### config.mk
export PLATFORM = sky130hd
export DESIGN_NAME = hp35_is_injector
export DESIGN_NICKNAME = d
export VERILOG_FILES = /design/src/rtl/hp35_is_injector.sv
export SDC_FILE = /design/constraint.sdc
export NUM_CORES = 1
export LEC_CHECK = 0
export CORE_MARGIN = 10
export CORE_UTILIZATION = 49
export DETAILED_ROUTE_END_ITERATION = 10
export GPL_ROUTABILITY_DRIVEN = 0
export HOLD_SLACK_MARGIN = 0.12
export PLACE_DENSITY = 0.8
export SLEW_MARGIN = 0
export SYNTH_ARGS = -nofsm -noshare
export SYNTH_HDL_FRONTEND = slang
export SYNTH_SLANG_ARGS = --single-unit
### constraint.sdc
create_clock -name PHI2 -period 2.8 [get_ports PHI2]
set_input_delay 0.56 -clock PHI2 [delete_from_list [all_inputs] [get_ports PHI2]]
set_output_delay 0.56 -clock PHI2 [all_outputs]
set_load 0.01 [all_outputs]
### src/rtl/hp35_is_injector.sv
// hp35_is_injector
// Debug-side scheduler for the shared HP-35 IS bus. It tracks word timing from SYNC
// and captures every instruction word that appears on IS. On host request it takes
// the bus from the ROMs for exactly one SYNC window and serializes the host word,
// bit 0 first, then hands the bus back to the ROMs.

module hp35_is_injector #(
    parameter int WORD_BITS   = 56,
    parameter int INSTR_BITS  = 10,
    parameter int TIMEOUT_CYC = 1024
) (
    input  logic                  PHI2,
    input  logic                  PWO_N,
    input  logic                  sync,
    input  logic                  is_obs,
    input  logic                  inj_valid,
    input  logic [INSTR_BITS-1:0] inj_data,
    output logic                  inj_ready,
    output logic                  inj_done,
    output logic                  inj_err,
    output logic                  is_in,
    output logic                  dbg_enable_rom,
    output logic                  cap_valid,
    output logic [INSTR_BITS-1:0] cap_data,
    output logic                  locked
);

    localparam int PW = $clog2(WORD_BITS);
    localparam int TW = (TIMEOUT_CYC > 1) ? $clog2(TIMEOUT_CYC) : 1;
    localparam logic [PW-1:0] POS_LAST  = PW'(WORD_BITS - 1);
    localparam logic [PW-1:0] POS_WIN   = PW'(INSTR_BITS);
    localparam logic [PW-1:0] POS_WLAST = PW'(INSTR_BITS - 1);
    localparam logic [TW-1:0] TMO_LAST  = TW'(TIMEOUT_CYC - 1);

    typedef enum logic [1:0] {
        IDLE,
        ARMED,
        SHIFT
    } state_t;

    state_t                state;
    logic [PW-1:0]         pos;
    logic                  sync_q;
    logic                  sync_rise;
    logic                  in_window;
    logic                  lock_next;
    logic                  still_locked;
    logic [INSTR_BITS-2:0] shadow;
    logic                  win_ok;
    logic [INSTR_BITS-1:0] shreg;
    logic [TW-1:0]         tcnt;

    // Next lock state; still_locked means "locked now and this cycle is consistent with SYNC"
    always_comb begin
        sync_rise = sync & ~sync_q;
        in_window = (pos < POS_WIN);
        lock_next = locked;
        if (sync_rise) begin
            lock_next = (pos == '0);
        end else if (locked && (sync != in_window)) begin
            lock_next = 1'b0;
        end
        still_locked = locked & lock_next;
    end

    // Bit-time counter re-aligned on every SYNC rise, plus the lock flag
    always_ff @(posedge PHI2 or negedge PWO_N) begin
        if (!PWO_N) begin
            sync_q <= 1'b0;
            pos    <= '0;
            locked <= 1'b0;
        end else begin
            sync_q <= sync;
            locked <= lock_next;
            if (sync_rise) begin
                pos <= PW'(1);
            end else if (pos == POS_LAST) begin
                pos <= '0;
            end else begin
                pos <= pos + 1'b1;
            end
        end
    end

    // Capture a word only if every bit of its window was seen while locked
    always_ff @(posedge PHI2 or negedge PWO_N) begin
        if (!PWO_N) begin
            shadow    <= '0;
            win_ok    <= 1'b0;
            cap_data  <= '0;
            cap_valid <= 1'b0;
        end else begin
            cap_valid <= 1'b0;
            if (in_window) begin
                if (still_locked) begin
                    shadow <= {is_obs, shadow[INSTR_BITS-2:1]};
                end
                win_ok <= (pos == '0) ? still_locked : (win_ok & still_locked);
                if ((pos == POS_WLAST) && win_ok && still_locked) begin
                    cap_data  <= {is_obs, shadow};
                    cap_valid <= 1'b1;
                end
            end
        end
    end

    // Injection sequencer: wait for the word boundary, own the bus for one window, release
    always_ff @(posedge PHI2 or negedge PWO_N) begin
        if (!PWO_N) begin
            state          <= IDLE;
            inj_ready      <= 1'b1;
            inj_done       <= 1'b0;
            inj_err        <= 1'b0;
            is_in          <= 1'b0;
            dbg_enable_rom <= 1'b1;
            shreg          <= '0;
            tcnt           <= '0;
        end else begin
            inj_done <= 1'b0;
            inj_err  <= 1'b0;
            case (state)
                IDLE: begin
                    if (inj_valid && inj_ready) begin
                        shreg     <= inj_data;
                        tcnt      <= '0;
                        inj_ready <= 1'b0;
                        state     <= ARMED;
                    end
                end
                ARMED: begin
                    if (still_locked && (pos == POS_LAST)) begin
                        dbg_enable_rom <= 1'b0;
                        is_in          <= shreg[0];
                        shreg          <= shreg >> 1;
                        state          <= SHIFT;
                    end else if (!still_locked) begin
                        if (tcnt == TMO_LAST) begin
                            inj_err   <= 1'b1;
                            inj_ready <= 1'b1;
                            state     <= IDLE;
                        end else begin
                            tcnt <= tcnt + 1'b1;
                        end
                    end
                end
                SHIFT: begin
                    if (!still_locked) begin
                        is_in          <= 1'b0;
                        dbg_enable_rom <= 1'b1;
                        inj_err        <= 1'b1;
                        inj_ready      <= 1'b1;
                        state          <= IDLE;
                    end else if (pos == POS_WLAST) begin
                        is_in          <= 1'b0;
                        dbg_enable_rom <= 1'b1;
                        inj_done       <= 1'b1;
                        inj_ready      <= 1'b1;
                        state          <= IDLE;
                    end else begin
                        is_in <= shreg[0];
                        shreg <= shreg >> 1;
                    end
                end
                default: begin
                    is_in          <= 1'b0;
                    dbg_enable_rom <= 1'b1;
                    inj_ready      <= 1'b1;
                    state          <= IDLE;
                end
            endcase
        end
    end

endmodule
==> results.json <==
{
  "status": "completed",
  "synth-async-reset-ratio": 1.000,
  "place_ws_ns": 0.002823,
  "port_buffers": 31,
  "cp_max_fo": 10,
  "cp_data_arrival_time_ns": 2.92,
  "reg.largest.list": "cap_data: 10 flops, shreg: 10 flops, tcnt: 10 flops",
  "gr-max-usage-layer": "met2",
  "antenna_found_initial": 0,
  "warning_count": 31,
  "cts_tree": "yes",
  "grt_max_degree": 43,
  "worstSetupPathType": "register to register",
  "grt_pass1_vias": 2038,
  "drt_iter0_markers": 60,
  "vias_per_cell": 5.648,
  "inverters": 8,
  "hold_path_class": "primary input to asynchronous set/reset pin",
  "synth.cellmix.compoundShare": 0.1105,
  "startpoint": "pos[5]",
  "r2r-start": "pos[5]",
  "max_stage_delay_ns": 0.61,
  "switchingPower_w": 0.0008450,
  "cp_num_buf_inv": 0,
  "grt_pass1_wl_um": 9646,
  "lay_top_count": "dfrtp_1",
  "dieWidth_um": 96.92,
  "clock_tree.root_cell": "clkbuf_8",
  "rows": 27,
  "seqCellArea_sq_mm": 0.001404,
  "synth_chip_area_sq_mm": 0.002899,
  "period_needed_ns": 2.719,
  "crit_path_end_kind": "register",
  "layout_top_cells": "54 x dfrtp_1, 32 x mux2_2, 30 x clkdlybuf4s50_1",
  "crit_path_start_kind": "register",
  "drc_errors": 0,
  "fp_util": 0.5170,
  "cts_made_buffers": 5,
  "peakVddDrop_uv": 449.1,
  "fill_cells": 489,
  "track_usage": 0.1185,
  "nNetsFinal": 308,
  "p_per_area_mw_per_mm2": 736.2,
  "postSynthAreaPerCell_sq_um": 11.74,
  "drt_first_pass_iters": 4,
  "comb_cells": 172,
  "clk_share": 0.02748,
  "finalHoldViolCount": 0,
  "grt_overflow": 0,
  "path_clk_slew_ns": 0.11,
  "worstMarginPinSlew_ns": 0.9284,
  "cp_data_required_time_ns": 3.00,
  "common_cells": "54 x dfrtp_1, 32 x mux2_2, 17 x nor2_1",
  "buffers": 42,
  "nWellTaps": 72,
  "critPathTopFamily": "AND-OR/OR-AND gates",
  "p_seq_frac": 0.443,
  "mux_share": 0.1761,
  "synth_area_sq_mm": 0.002899,
  "endpoint": "shreg[0]",
  "path_cells": "or3_4 > or3_4 > a31oi_4 > a21boi_2 > a2111o_2 > mux2_4",
  "ff2ff_path_depth": 6,
  "grt_use_met1": 0.1436,
  "dieArea_sq_mm": 0.009393,
  "synthTopLogicFamily": "multiplexers",
  "slowest_stage": "a2111o_2",
  "pg_comb_w": 0.000939,
  "cts_sinks": 56,
  "finalCritPeriodShare": 0.9712,
  "drt-met1-wl_um": 2553,
  "post_cts_buffers": 0,
  "slew_violations": 0,
  "antenna_cells": 0,
  "finalSetupViolations": 0,
  "edf_count": 0,
  "ys.flops": 56,
  "clock_path_buffers": 2,
  "pg_seq_w": 0.00111,
  "synth.top_cell.area_share": 0.4661,
  "r2r_slack_ns": 0.08,
  "logic_area_sq_mm": 0.001409,
  "dominant_cells": "combinational gates",
  "yosys.area.top_type": "dfrtp_1",
  "cts_resized": 0,
  "power.group.top": "registers",
  "wl_met3_um": 235,
  "critPathMostFrequentCell": "or3_4",
  "rr_endpoint": "shreg[0]",
  "hold_buffers": 0,
  "yosysCellCount": 247
}
### Routing congestion

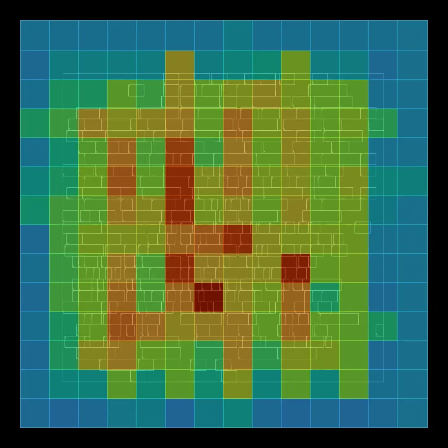
grt met3 use: 0.03549
Final Util: 0.6089
grt met2 use: 0.1968
per-cell routed wire length: 15.73 um

### Selected gate families

The bar under the picture is 20 um long.
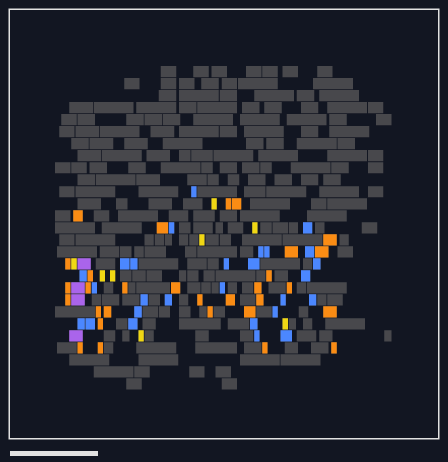
| family | colour | cells |
|---|---|---|
| nor cells | orange | 30 |
| xor and xnor cells | purple | 4 |
| nand cells | blue | 27 |
| inv cells | yellow | 8 |
multi-input combinational area share: 0.4126
Finished Layout Cells: 358

### Drive-strength map

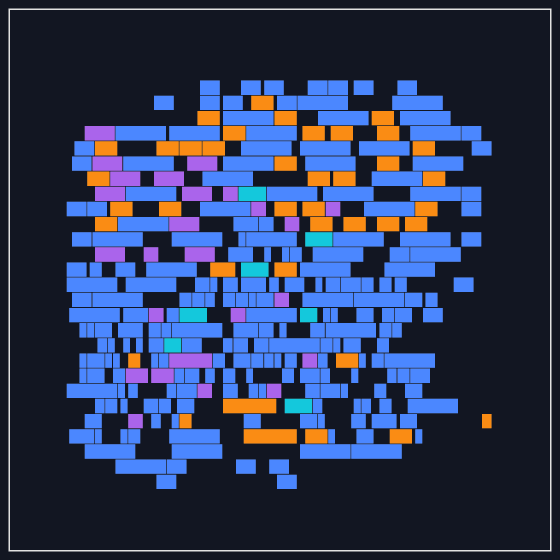
| size | colour | cells |
|---|---|---|
| x6 and larger | cyan | 7 |
| x3 and x4 | purple | 25 |
| x1 and smaller | blue | 215 |
| x2 | orange | 39 |
Synth-to-Final Area Change: 17.78%
Worst Setup Slack, final: 0.08068 ns
design area: 0.003415 sq mm

### Met3 routing

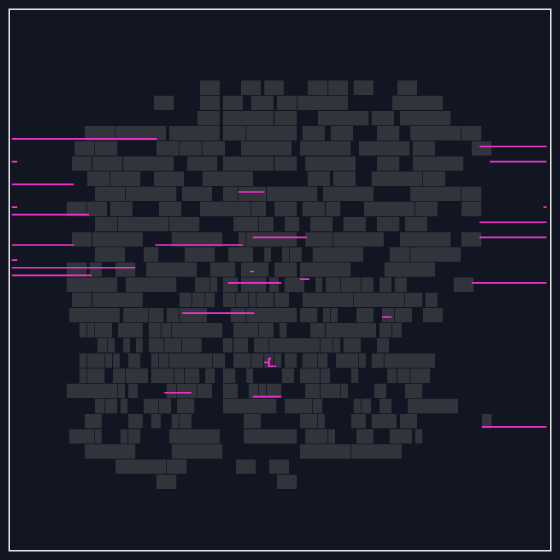
wire length on this layer: 236 um
nets with wire on the layer: 21
DR vias: 2022
WL final: 5632 um

### Clock network drawn from the DEF

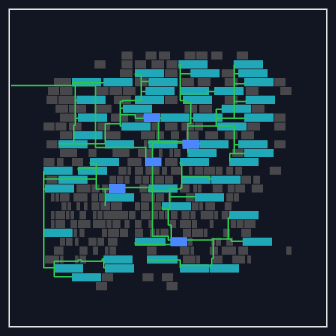
[clock-net drivers] blue | count: 5
[flip-flops] cyan | count: 56
[clock wires] green | length: 614 um
routed clock nets: 6
clock network power share: 0.183
Clk Latency, worst-skew pair: 0.32 ns
clock skew: 0.01176 ns

Power figures rest on the tool's default switching activity, not on a simulated workload.
